==> images/cell_classes.png <==
Fill, decap, tap and diode cells in gray.
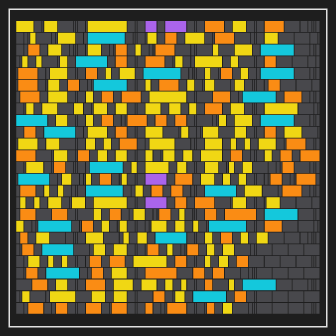
==> images/drive_strength.png <==
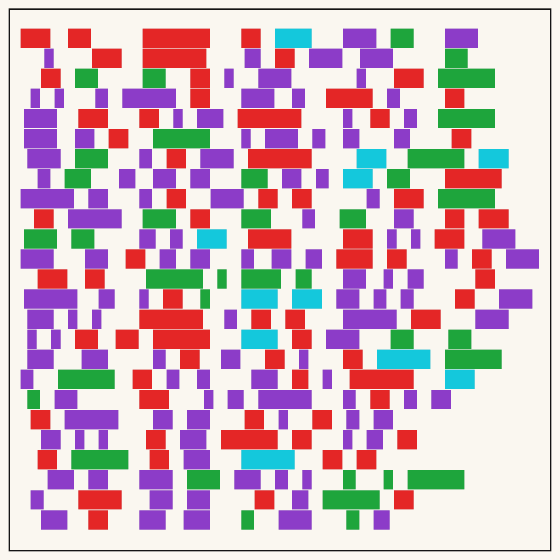
==> images/metal_stack.png <==
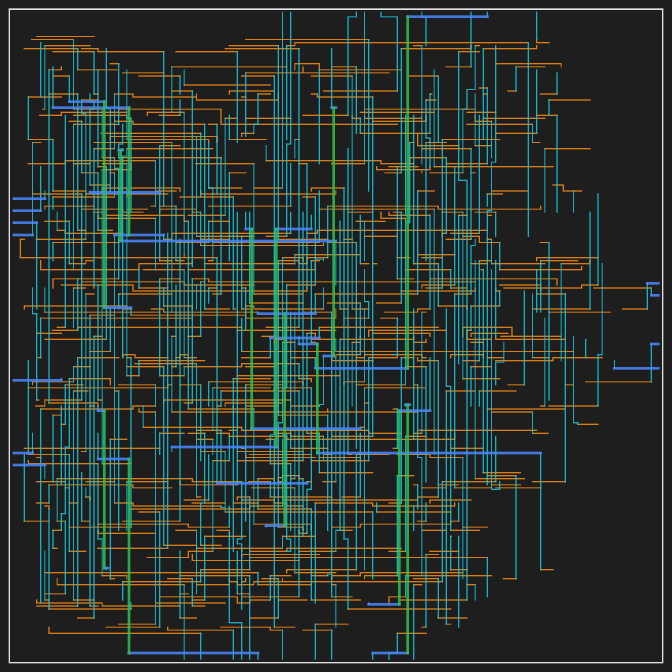
==> images/port_nets.png <==
Scale bar: 20 µm.
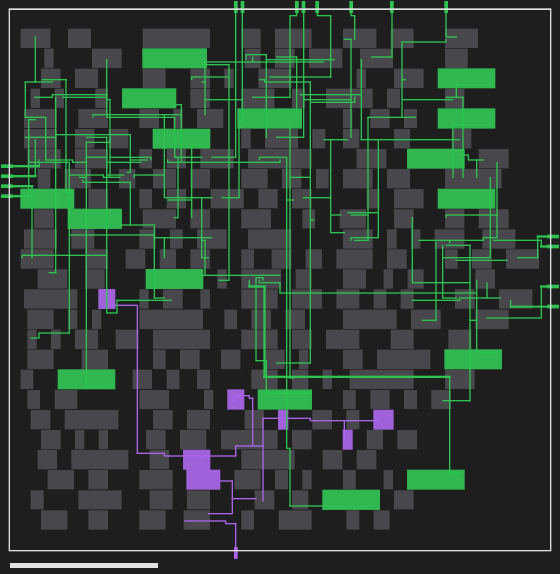
--- config.mk ---
export PLATFORM = sky130hd
export DESIGN_NAME = trdb_encoder_ctrl
export DESIGN_NICKNAME = d
export VERILOG_FILES = /design/src/rtl/trdb_pkg.sv /design/src/rtl/trdb_resync_cnt.sv /design/src/rtl/trdb_encoder_ctrl.sv
export SDC_FILE = /design/constraint.sdc
export NUM_CORES = 1
export LEC_CHECK = 0
export CELL_PAD_IN_SITES_DETAIL_PLACEMENT = 2
export CELL_PAD_IN_SITES_GLOBAL_PLACEMENT = 2
export CORE_UTILIZATION = 26
export CTS_BUF_LIST = sky130_fd_sc_hd__clkbuf_4 sky130_fd_sc_hd__clkbuf_8
export CTS_CLUSTER_SIZE = 25
export DETAILED_ROUTE_END_ITERATION = 8
export GPL_ROUTABILITY_DRIVEN = 0
export PLACE_DENSITY = 0.87
export SKIP_CTS_REPAIR_TIMING = 1
export SKIP_LAST_GASP = 1
export SYNTH_ARGS = -nofsm -noshare
export SYNTH_HDL_FRONTEND = slang
export SYNTH_HIERARCHICAL = 1
export SYNTH_SLANG_ARGS = --single-unit
--- constraint.sdc ---
create_clock -name clk_i -period 1.7 [get_ports clk_i]
set_input_delay 0.34 -clock clk_i [delete_from_list [all_inputs] [get_ports clk_i]]
set_output_delay 0.34 -clock clk_i [all_outputs]
set_load 0.02 [all_outputs]
--- src/rtl/trdb_pkg.sv ---
// Shared types for the trace encoder sequencing controller.
package trdb_pkg;

    localparam int TRDB_RESYNC_W_DEFAULT = 16;

    typedef enum logic [2:0] {
        ST_OFF,
        ST_START,
        ST_WAIT_FIRST,
        ST_RUN,
        ST_LOST,
        ST_STOP
    } trdb_ctrl_state_e;

endpackage

--- src/rtl/trdb_resync_cnt.sv ---
// Resync timer: saturating counter plus sticky pending flag; clear beats
// every other input.
module trdb_resync_cnt #(
    parameter int          RESYNC_W   = 16,
    parameter int unsigned RESYNC_MAX = 1024
) (
    input  logic                clk_i,
    input  logic                rst_i,
    input  logic                inc_i,
    input  logic                clear_i,
    input  logic                force_pending_i,
    output logic [RESYNC_W-1:0] cnt_o,
    output logic                pending_o
);

    localparam logic [RESYNC_W-1:0] MAX = RESYNC_W'(RESYNC_MAX);
    localparam logic [RESYNC_W-1:0] ONE = RESYNC_W'(1);

    logic [RESYNC_W-1:0] r_cnt;
    logic                r_pending;

    always_ff @(posedge clk_i) begin
        if (rst_i || clear_i) begin
            r_cnt     <= '0;
            r_pending <= 1'b0;
        end else begin
            if (inc_i && r_cnt != MAX)
                r_cnt <= r_cnt + ONE;
            // Pending latches on the increment that lands on MAX.
            if (force_pending_i || (inc_i && r_cnt == MAX - ONE))
                r_pending <= 1'b1;
        end
    end

    assign cnt_o     = r_cnt;
    assign pending_o = r_pending;

endmodule

--- src/rtl/trdb_encoder_ctrl.sv ---
// Encoder on/off sequencing and support-packet requests.
// TRDB_RESYNC_PKT_CNT_EN: resync timer counts emitted packets, not cycles.
module trdb_encoder_ctrl
    import trdb_pkg::*;
#(
    parameter int          RESYNC_W   = TRDB_RESYNC_W_DEFAULT,
    parameter int unsigned RESYNC_MAX = 1024
) (
    input  logic                clk_i,
    input  logic                rst_i,
    input  logic                trace_enable_i,
    input  logic                qualified_i,
    input  logic                retired_i,
    input  logic                lost_i,
    input  logic                sync_pkt_done_i,
    input  logic                pkt_emitted_i,
    input  logic                supp_ready_i,
    output logic                supp_valid_o,
    output logic                enc_enabled_o,
    output logic                enc_disabled_o,
    output logic                final_instr_traced_o,
    output logic                packets_lost_o,
    output logic                first_qualified_o,
    output logic                exception_sync_o,
    output logic                encoder_active_o,
    output logic [RESYNC_W-1:0] resync_cnt_o
);

    trdb_ctrl_state_e r_state;
    logic             r_lost_flag;
    logic             r_final_flag;

    logic w_supp_valid, w_hs, w_first, w_active, w_start_entry, w_inc;

    assign w_supp_valid  = (r_state == ST_START) || (r_state == ST_LOST) || (r_state == ST_STOP);
    assign w_hs          = w_supp_valid && supp_ready_i;
    assign w_first       = (r_state == ST_WAIT_FIRST) && trace_enable_i && qualified_i && retired_i;
    assign w_active      = (r_state == ST_RUN) || (r_state == ST_LOST);
    assign w_start_entry = (r_state == ST_OFF) && trace_enable_i;

`ifdef TRDB_RESYNC_PKT_CNT_EN
    assign w_inc = w_active && pkt_emitted_i;
`else
    logic w_unused_pkt;
    assign w_unused_pkt = pkt_emitted_i;
    assign w_inc        = w_active;
`endif

    always_ff @(posedge clk_i) begin
        if (rst_i) begin
            r_state      <= ST_OFF;
            r_lost_flag  <= 1'b0;
            r_final_flag <= 1'b0;
        end else begin
            // A loss reported on the handshake cycle belongs to the next report.
            if (r_state != ST_OFF && lost_i)
                r_lost_flag <= 1'b1;
            else if (w_hs)
                r_lost_flag <= 1'b0;

            case (r_state)
                ST_OFF: if (trace_enable_i) r_state <= ST_START;
                ST_START:
                    if (supp_ready_i) begin
                        if (trace_enable_i) begin
                            r_state <= ST_WAIT_FIRST;
                        end else begin
                            r_state      <= ST_STOP;
                            r_final_flag <= 1'b0;
                        end
                    end
                ST_WAIT_FIRST:
                    if (!trace_enable_i) begin
                        r_state      <= ST_STOP;
                        r_final_flag <= 1'b0;
                    end else if (w_first) begin
                        r_state <= ST_RUN;
                    end
                ST_RUN:
                    if (!trace_enable_i) begin
                        r_state      <= ST_STOP;
                        r_final_flag <= 1'b1;
                    end else if (r_lost_flag) begin
                        r_state <= ST_LOST;
                    end else if (!qualified_i) begin
                        r_state <= ST_WAIT_FIRST;
                    end
                ST_LOST: if (supp_ready_i) r_state <= ST_RUN;
                ST_STOP:
                    if (supp_ready_i) begin
                        r_state      <= ST_OFF;
                        r_final_flag <= 1'b0;
                    end
                default: r_state <= ST_OFF;
            endcase
        end
    end

    trdb_resync_cnt #(
        .RESYNC_W   (RESYNC_W),
        .RESYNC_MAX (RESYNC_MAX)
    ) u_resync (
        .clk_i           (clk_i),
        .rst_i           (rst_i),
        .inc_i           (w_inc),
        .clear_i         (sync_pkt_done_i || w_start_entry),
        .force_pending_i (lost_i && (r_state != ST_OFF)),
        .cnt_o           (resync_cnt_o),
        .pending_o       (exception_sync_o)
    );

    assign supp_valid_o         = w_supp_valid;
    assign enc_enabled_o        = (r_state == ST_START);
    assign enc_disabled_o       = (r_state == ST_STOP);
    assign final_instr_traced_o = (r_state == ST_STOP) && r_final_flag;
    assign packets_lost_o       = (r_state == ST_LOST) || (w_supp_valid && r_lost_flag);
    assign first_qualified_o    = w_first;
    assign encoder_active_o     = (r_state == ST_WAIT_FIRST) || w_active;

endmodule
==> results.yml <==
# implementation run metrics
outcome:
  status: "finished with violations"
  violations: "negative setup slack"
synthesis:
  ys_sh_aoi: 0.253
  synthAdderAreaFrac: 0.0190
  yosys_warnings: 6
  synthArstFlopShare: 0
  ys_cells: 163
  yosys.area.top_type: "dfxtp_1"
  xor_area_frac: 0.00665
  synth-edff-count: 0
  top_logic_kind: "simple AND/OR/NAND/NOR gates"
  mux_area_frac: 0.0152
cells_and_area:
  clock_area_frac: 0.0201
  drive_gt1_frac: 0.494
  dominant_cells: "multi-input combinational cells"
  final_cell_mix: "buf_4, dlymetal6s2s_1, a21oi_1, dfxtp_2"
  inv_count: 10
  comb_share: 0.416
  num-fill-cells: 496
  lay_top_count: "buf_4"
  buffer_area_frac: 0.320
global_routing:
  grt_pass1_wl_um: 8560
  grt_pass1_vias: 1653
  antenna_found_initial: 0
  use_met1: 0.264
  grt.met3_usage: 0.0166
floorplan:
  fp-utilization: 0.275
  coreArea_um2: 4790
  die_h_um: 73.2
  chipWidth_um: 73.2
final_timing:
  period_minus_slack_ns: 1.85
  worst_slack_ns: -0.149
  setup_viol: 15
setup_path:
  path_cells: "nor2_2, a22o_1, inv_2, a41o_4, buf_6, or3_1, a21oi_2"
  critical_path_arrival_ns: 2.03
  end_kind: "register"
  rr_worst_depth: 7
  crit_type: "register to register"
min_path:
  hp-class: "register to register"
pwr:
  netSwitchingPower_uw: 402
  seqPwrFrac: 0.422
  pg_seq_uw: 540
  peakVddDrop_mv: 0.288
  p_total_mw: 1.28
  pg_clk_uw: 380
placed_design:
  place_area_um2: 2030
  place_inst: 297
  dpl.hpwl_um: 4030
clock_network:
  worstSkewPairLatency_ns: 0.28
  clock-root-buffer: "clkbuf_8"
  numCtsBuffers: 3
  cts_max_path_buffers: 2
route:
  wl_per_cell_um: 23.4
  drc_errors: 0
## Picture notes: cell_classes.png
all other logic: marked yellow, cells 134, share of their area 45%. flip-flops: marked cyan, cells 22, share of their area 20%. clock drivers and dummy loads: marked purple, cells 4, share of their area 2.1%. other buffers and delay cells: marked orange, cells 83, share of their area 33%.

## Picture notes: drive_strength.png
drive 2: marked green, cells 36, most used dfxtp_2. drive 3 to 4: marked red, cells 73, most used buf_4. drive 1 or less: marked purple, cells 123, most used dlymetal6s2s_1. drive 6 and up: marked cyan, cells 11, most used buf_6.

## Picture notes: metal_stack.png
met1: marked orange, wire length 2,980 µm. met4: marked green, wire length 287 µm. met2: marked cyan, wire length 3,760 µm. met3: marked blue, wire length 213 µm.

## Picture notes: port_nets.png
`resync_cnt_o`: marked green, bits 16, direction output, end cells 16, buffers 32, wire 1,360 µm. `trace_enable_i`: marked purple, bits 1, direction input, end cells 7, buffers 2, wire 107 µm.

Power figures rest on the tool's default switching activity, not on a simulated workload.
